**Met2 routing**

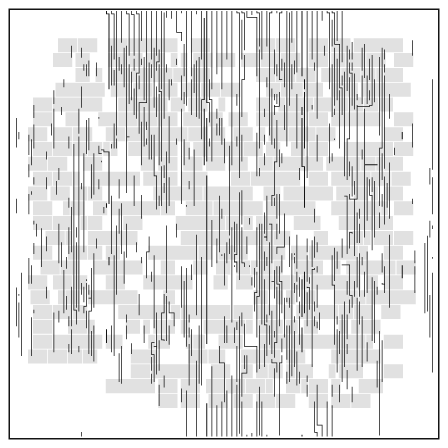
**Wiring by layer**

Two of the layers only.
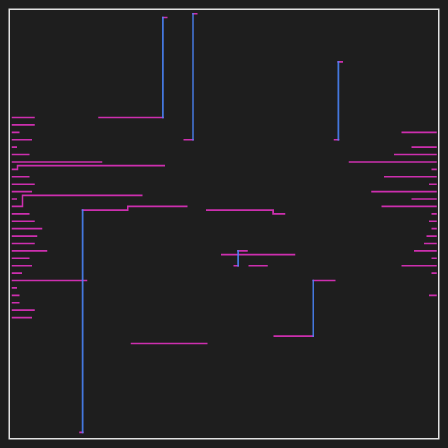
**Clock wiring as the flow saved it**

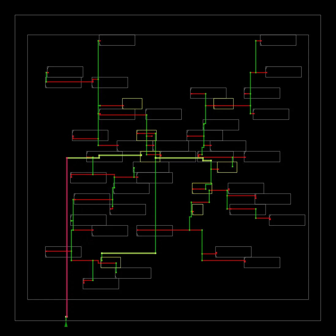
$ cat src/rtl/qspi_arb.sv
// qspi_arb: shares one QSPI memory controller between three cache-side
// requesters (icache fill, dcache fill, dcache dirty-line writeback).
//
// Ports:
//   clk, reset                 clock, asynchronous active-high reset
//   i_req/i_addr/i_mem/i_ack   icache fill request, line address, chip index, done pulse
//   d_req/d_addr/d_mem/d_ack   dcache fill, same shape
//   w_req/w_addr/w_mem/w_ack   dcache writeback, same shape
//   err                        pulses with an ack when the request targeted mem==3
//   q_req/q_i_d/q_mem/q_write/q_paddr  held request towards the controller
//   q_wstrobe_i/q_wstrobe_d    controller read-nibble strobes (instruction/data side)
//   q_rstrobe_d                controller write-nibble strobe
//   q_cs                       controller chip selects, active low
//   busy                       high whenever the FSM is not IDLE
//   dbg_state                  current FSM state (IDLE=0, GRANT=1, DRAIN=2, ACK=3)
//
// Handshake: a requester raises req with addr/mem stable and holds them until
// its ack pulse; it must drop req in the cycle after the ack or it is taken as
// a new request. The block holds q_req high from the grant until the last
// nibble strobe; q_paddr/q_mem/q_write/q_i_d stay stable until the next grant.
module qspi_arb #(
    parameter int PA          = 24,
    parameter int LINE_LENGTH = 4,
    localparam int AW         = PA - $clog2(LINE_LENGTH),
    localparam int CW         = $clog2(2 * LINE_LENGTH) + 1
) (
    input  logic          clk,
    input  logic          reset,
    input  logic          i_req,
    input  logic [AW-1:0] i_addr,
    input  logic [1:0]    i_mem,
    output logic          i_ack,
    input  logic          d_req,
    input  logic [AW-1:0] d_addr,
    input  logic [1:0]    d_mem,
    output logic          d_ack,
    input  logic          w_req,
    input  logic [AW-1:0] w_addr,
    input  logic [1:0]    w_mem,
    output logic          w_ack,
    output logic          err,
    output logic          q_req,
    output logic          q_i_d,
    output logic [1:0]    q_mem,
    output logic          q_write,
    output logic [AW-1:0] q_paddr,
    input  logic          q_wstrobe_i,
    input  logic          q_wstrobe_d,
    input  logic          q_rstrobe_d,
    input  logic [2:0]    q_cs,
    output logic          busy,
    output logic [1:0]    dbg_state
);

    typedef enum logic [1:0] {IDLE = 2'd0, GRANT = 2'd1, DRAIN = 2'd2, ACK = 2'd3} state_t;
    typedef enum logic [1:0] {WIN_I = 2'd0, WIN_D = 2'd1, WIN_W = 2'd2} win_t;

    state_t        state, state_nxt;
    win_t          win, pick;
    logic          rr_last;
    logic [CW-1:0] cnt;

    logic          i_ok, d_ok, w_ok, any_ok;
    logic [AW-1:0] sel_addr;
    logic [1:0]    sel_mem;
    logic          strobe, last_strobe;

    // A requester whose ack is showing this cycle is still holding req for
    // one more cycle; mask it so the same line is not served twice.
    assign i_ok   = i_req & ~i_ack;
    assign d_ok   = d_req & ~d_ack;
    assign w_ok   = w_req & ~w_ack;
    assign any_ok = i_ok | d_ok | w_ok;

    // Only the strobe matching the latched direction and side counts.
    assign strobe      = q_write ? q_rstrobe_d : (q_i_d ? q_wstrobe_i : q_wstrobe_d);
    assign last_strobe = strobe && (cnt == CW'(2 * LINE_LENGTH - 1));

    assign busy      = (state != IDLE);
    assign dbg_state = state;

    // Writeback first; fills round-robin, favouring the one not granted last.
    always_comb begin
        pick     = WIN_I;
        sel_addr = i_addr;
        sel_mem  = i_mem;
        if (w_ok) begin
            pick = WIN_W;
        end else if (i_ok && d_ok) begin
            pick = rr_last ? WIN_I : WIN_D;
        end else if (d_ok) begin
            pick = WIN_D;
        end
        case (pick)
            WIN_D:   begin sel_addr = d_addr; sel_mem = d_mem; end
            WIN_W:   begin sel_addr = w_addr; sel_mem = w_mem; end
            default: begin sel_addr = i_addr; sel_mem = i_mem; end
        endcase
    end

    always_comb begin
        state_nxt = state;
        case (state)
            IDLE:  if (any_ok) state_nxt = (sel_mem == 2'd3) ? ACK : GRANT;
            GRANT: if (last_strobe) state_nxt = DRAIN;
            DRAIN: if (q_cs == 3'b111) state_nxt = ACK;
            ACK:   state_nxt = IDLE;
            default: state_nxt = IDLE;
        endcase
    end

    always_ff @(posedge clk or posedge reset) begin
        if (reset) state <= IDLE;
        else       state <= state_nxt;
    end

    always_ff @(posedge clk or posedge reset) begin
        if (reset) begin
            q_req   <= 1'b0;
            q_i_d   <= 1'b0;
            q_mem   <= 2'd0;
            q_write <= 1'b0;
            q_paddr <= '0;
            win     <= WIN_I;
            rr_last <= 1'b0;
            cnt     <= '0;
            i_ack   <= 1'b0;
            d_ack   <= 1'b0;
            w_ack   <= 1'b0;
            err     <= 1'b0;
        end else begin
            i_ack <= 1'b0;
            d_ack <= 1'b0;
            w_ack <= 1'b0;
            err   <= 1'b0;
            case (state)
                IDLE: begin
                    if (any_ok) begin
                        q_paddr <= sel_addr;
                        q_mem   <= sel_mem;
                        q_write <= (pick == WIN_W);
                        q_i_d   <= (pick == WIN_I);
                        win     <= pick;
                        cnt     <= '0;
                        // mem==3 has no chip behind it: skip the controller.
                        q_req   <= (sel_mem != 2'd3);
                    end
                end
                GRANT: begin
                    if (strobe) cnt <= cnt + CW'(1);
                    // Dropped before the controller can resample it.
                    if (last_strobe) q_req <= 1'b0;
                end
                ACK: begin
                    i_ack <= (win == WIN_I);
                    d_ack <= (win == WIN_D);
                    w_ack <= (win == WIN_W);
                    err   <= (q_mem == 2'd3);
                    if (win != WIN_W) rr_last <= (win == WIN_D);
                end
                default: ;
            endcase
        end
    end

endmodule

$ cat config.mk
export PLATFORM = sky130hd
export DESIGN_NAME = qspi_arb
export DESIGN_NICKNAME = d
export VERILOG_FILES = /design/src/rtl/qspi_arb.sv
export SDC_FILE = /design/constraint.sdc
export NUM_CORES = 1
export LEC_CHECK = 0
export CAP_MARGIN = 25
export CORE_MARGIN = 3
export CORE_UTILIZATION = 43
export CTS_CLUSTER_SIZE = 25
export DETAILED_ROUTE_END_ITERATION = 12
export PLACE_DENSITY = 0.88
export SLEW_MARGIN = 20
export SYNTH_ARGS = -nofsm -noshare
export SYNTH_HDL_FRONTEND = slang
export SYNTH_SLANG_ARGS = --single-unit
export TNS_END_PERCENT = 50
$ cat constraint.sdc
create_clock -name clk -period 2.7 [get_ports clk]
set_input_delay 0.405 -clock clk [delete_from_list [all_inputs] [get_ports clk]]
set_output_delay 0.405 -clock clk [all_outputs]
set_load 0.05 [all_outputs]
==> notes.org <==
#+TITLE: Physical design notes

** Logic synthesis
- Post-synthesis chip area from yosys :: 0.00226 mm²
- In this run, synthesis produced a sequential element count of 39.
- A synthesized cell averages about 10 µm².
- The Yosys step of the flow raised 0 warnings.
- Among all flip-flop cells after synthesis, the most frequent one is sky130_fd_sc_hd__dfrtp_1.
- Largest cells by area after synthesis :: sky130_fd_sc_hd__dfrtp_1 43%, sky130_fd_sc_hd__mux2i_1 10%, sky130_fd_sc_hd__a21o_1 8.6%
- Counting flops with a built-in enable in the synthesized netlist gives 0.
- Synth top cells by count :: 39 x sky130_fd_sc_hd__dfrtp_1, 26 x sky130_fd_sc_hd__a21o_1, 24 x sky130_fd_sc_hd__nor2_1
- Fraction of the yosys area taken by sequential cells :: 0.431
- Synthesis produced a netlist with a net count of 308.
- The area fraction of the largest cell type after synthesis is 0.431.
- Number of standard cells reported by yosys :: 219
- The gate-level netlist out of Yosys references 38 unique cell types.
- Post-synthesis cell type with the largest instance count :: sky130_fd_sc_hd__dfrtp_1
- Share of flip-flops with an asynchronous set or reset after synthesis :: 1.00
- Largest area contributor in the synthesized netlist :: sky130_fd_sc_hd__dfrtp_1
- Netlist area before placement :: 0.00226 mm²
- Synthesized netlist cell count :: 219

** STA
- Final total negative setup slack :: 0 ps
- Post-route minimum period :: approximately 2400 ps
- Dividing the final minimum period by the clock period gives 0.906.
- The pin closest to its max-slew limit shows a slew of 539 ps.
- Final Setup Violations :: 0
- Final Hold Violation Tally :: 0
- Timing-limited maximum frequency :: 0.409 GHz
- Max transition margin :: 0.640
- Setup repair after global routing missed its margin :: no
- Worst setup slack after layout :: 254 ps
- Final count of pins violating max slew :: 0
- Skew final :: 5.21 ps

** Power and ir drop
- The script computed the net switching share of total power as 0.486.
- The flow reported a cell area power density of 1120 mW/mm².
- The leakage component of the power was reported as 1.69 nW.
- Internal power comes to 2.05 mW.
- Highest ir drop seen on vdd :: 559 µV
- The power report puts the net switching power at 1.94 mW.
- The power report attributes to the clock group a share of 0.110.
- Of the total power, combinational logic draws 0.632.
- The power report attributes to the sequential group a share of 0.259.

** Global routing
- For this run, the total global-route usage over all layers was measured as 0.216.
- The first global-routing pass estimated around 11 mm of wire.
- Global routing finished with a remaining overflow of 0.
- Maximum number of pins on one net before global-route repair :: 43
- Number of antenna violations at the first check in global routing :: 0
- Number of global-route vias before repair :: 2274

** Clocking
- The clock passes through at most 2 buffers.
- Total clock buffers created by CTS :: 5
- Per the repair_timing log after CTS, setup buffers inserted total 0.
- Buffers inserted to repair hold after CTS numbered 0.
- Post-CTS repair changed the size of 0 cells.
- CTS HTree Levels :: 2
- Looking at the clock tree report, the root buffer type is sky130_fd_sc_hd__clkbuf_8.
- TritonCTS built the clock tree.
- Clock-pin slew on the worst setup and hold paths :: 80 ps

** Worst setup path
- Crit Path Category :: register to output port
- Data arrival time at the worst-slack endpoint :: 2040 ps
- According to the timing report, the data required time at the worst endpoint equals between 2000 and 2500 ps.
- Critical Path End Type :: output port
- The critical path maximum fanout is 5.
- The worst setup path is launched from a register.
- Flop2flop setup slack :: 600 ps

** Place
- Sum of net half-perimeters after detailed placement :: 4.93 mm
- Worst setup timing slack at the placement stage :: between 500 and 600 ps
- Number of input and output port buffers inserted :: 116
- RePlAce ended its routability-driven mode at a weighted congestion of 0.908.

** Route
- The DRC violation total left in the routed layout is recorded as 0.
- Antenna-violating nets left :: 0
- Before antenna repair, the detailed router went through 4 iterations.
- Per the detail_route report, routed wire per instance is between 15 and 20 µm.
- Dividing the detail-routed via count by the number of cells gives 5.41.
- Wires add up to 6.44 mm.
- Total number of vias :: 2170
- After the first detailed-routing iteration, the DRC count stood at 104.

** Floorplanning
- In this run the full chip footprint comes out at 0.00617 mm².
- Vertical extent of the die :: 78.6 µm
- The core region is 0.00491 mm².
- Die W :: ~79 µm
- At the floorplan stage, the core utilization is reported as 0.461.
- IO Count :: 117
- Count of standard-cell rows :: 25

** Hold path
- In this run the worst hold path is classified as register to register.

** Cells and area
- The net count of the finished layout is 422.
- Syn-to-layout area delta :: 57.5%
- Top Layout Cells :: 116 x sky130_fd_sc_hd__clkdlybuf4s50_1, 39 x sky130_fd_sc_hd__dfrtp_1, 26 x sky130_fd_sc_hd__a21o_1
- The final antenna diode tally reported by the flow is 0.
- Highest-count logic cell in the final layout :: sky130_fd_sc_hd__clkdlybuf4s50_1
- The filler cells instantiated in the layout total 370.
- Fraction of final layout cells sized beyond drive strength 1 :: 0.0689

** Outcome
- The flow ran to the end, and the final reports show no timing, DRC or antenna violations.

** Run
- Per the run summary, max-cap violations total 0.
- Summing over the stages, the warning tally comes to 30.
Notes on 'met2 routing' above:
The layer carries 3390 µm of wire. The wires run mostly vertical.

Notes on 'wiring by layer' above:
metal 4: marked blue, wire length 110 µm. metal 3: marked magenta, wire length 340 µm.

Notes on 'clock wiring as the flow saved it' above:
later-pin clock latency in the skew report: 290 ps
Clock Sinks: 39

-- registers in the layout, indices dropped and copies added, names as in the netlist, 2 cells and up --
name and cells:
q_mem 2, q_paddr 22, cnt 4, dbg_state 2
-- layer usage --
layer  track usage  wire (µm)
met1         0.260       2600
met3        0.0528        340
met4        0.0787        109
met5             0          0
met2         0.372       3390
-- logic make-up (layout without fill, tap and decap cells) --
group | Yosys count | after routing | share of synthesized area
muxes | 24 | 24 | 0.107
and+or+nand+nor | 63 | 63 | 0.154
buffers and inverters | 20 | 135 | 0.0486
DFF | 39 | 39 | 0.431
AOI/OAI and AO/OA | 67 | 67 | 0.226
adders and majority gates | 6 | 6 | 0.0332
-- layout make-up --
type | count | area (µm²) | area share
multi-input cells | 160 | 1180 | 0.331
repair buffers | 121 | 1200 | 0.336
clock buffers | 7 | 96.3 | 0.0270
well taps | 67 | 83.8 | 0.0235
flip-flops and latches | 39 | 976 | 0.274
inverters | 6 | 22.5 | 0.00632
clock inverters | 1 | 7.51 | 0.00211
-- critical path, stage by stage (launching register included) --
cell	delay (ps)
sky130_fd_sc_hd__dfrtp_1	400
sky130_fd_sc_hd__inv_1	110
sky130_fd_sc_hd__ha_1	290
sky130_fd_sc_hd__inv_1	130
sky130_fd_sc_hd__clkdlybuf4s50_1	820
-- worst paths after layout --
| path | from | endpoint | cells past startpoint |
|---|---|---|---|
| worst max-delay path | dbg_state[0] | busy | 4 |
| worst min-delay path | q_paddr[8] | q_paddr[8] | 1 |
| worst max register to register | dbg_state[1] | dbg_state[1] | 7 |
| worst min register to register | q_paddr[8] | q_paddr[8] | 1 |
| max in group asynchronous | reset | q_paddr[8] | 3 |
| min in group asynchronous | reset | q_paddr[11] | 3 |
-- power by group through the flow --
stage / sequential, mW / clock, mW / combinational (mW)
final: 1.03 / 0.436 / 2.52
after global routing: 1.07 / 0.475 / 2.68
after CTS: 1.03 / 0.450 / 2.53
after detailed placement: 1.04 / 0 / 2.52
after global placement: 1.03 / 0 / 2.48
after floorplan: 1.81 / 0 / 0.949
-- stage by stage --
| step | std cells | area, µm² | hold WS, ps | utilization | power [mW] |
|---|---|---|---|---|---|
| finish | 401 | 3560 | 482 | 0.726 | 3.98 |
| global route | 401 | 3560 | 494 | 0.726 | 4.22 |
| CTS | 401 | 3560 | 486 | 0.726 | 4.01 |
| detailed placement | 393 | 3460 | 465 | 0.705 | 3.55 |
| global placement | 393 | 3460 | 458 | 0.705 | 3.51 |
| floorplan | 219 | 2260 | 461 | - | 2.76 |
Power is estimated from default activity; no workload was simulated.
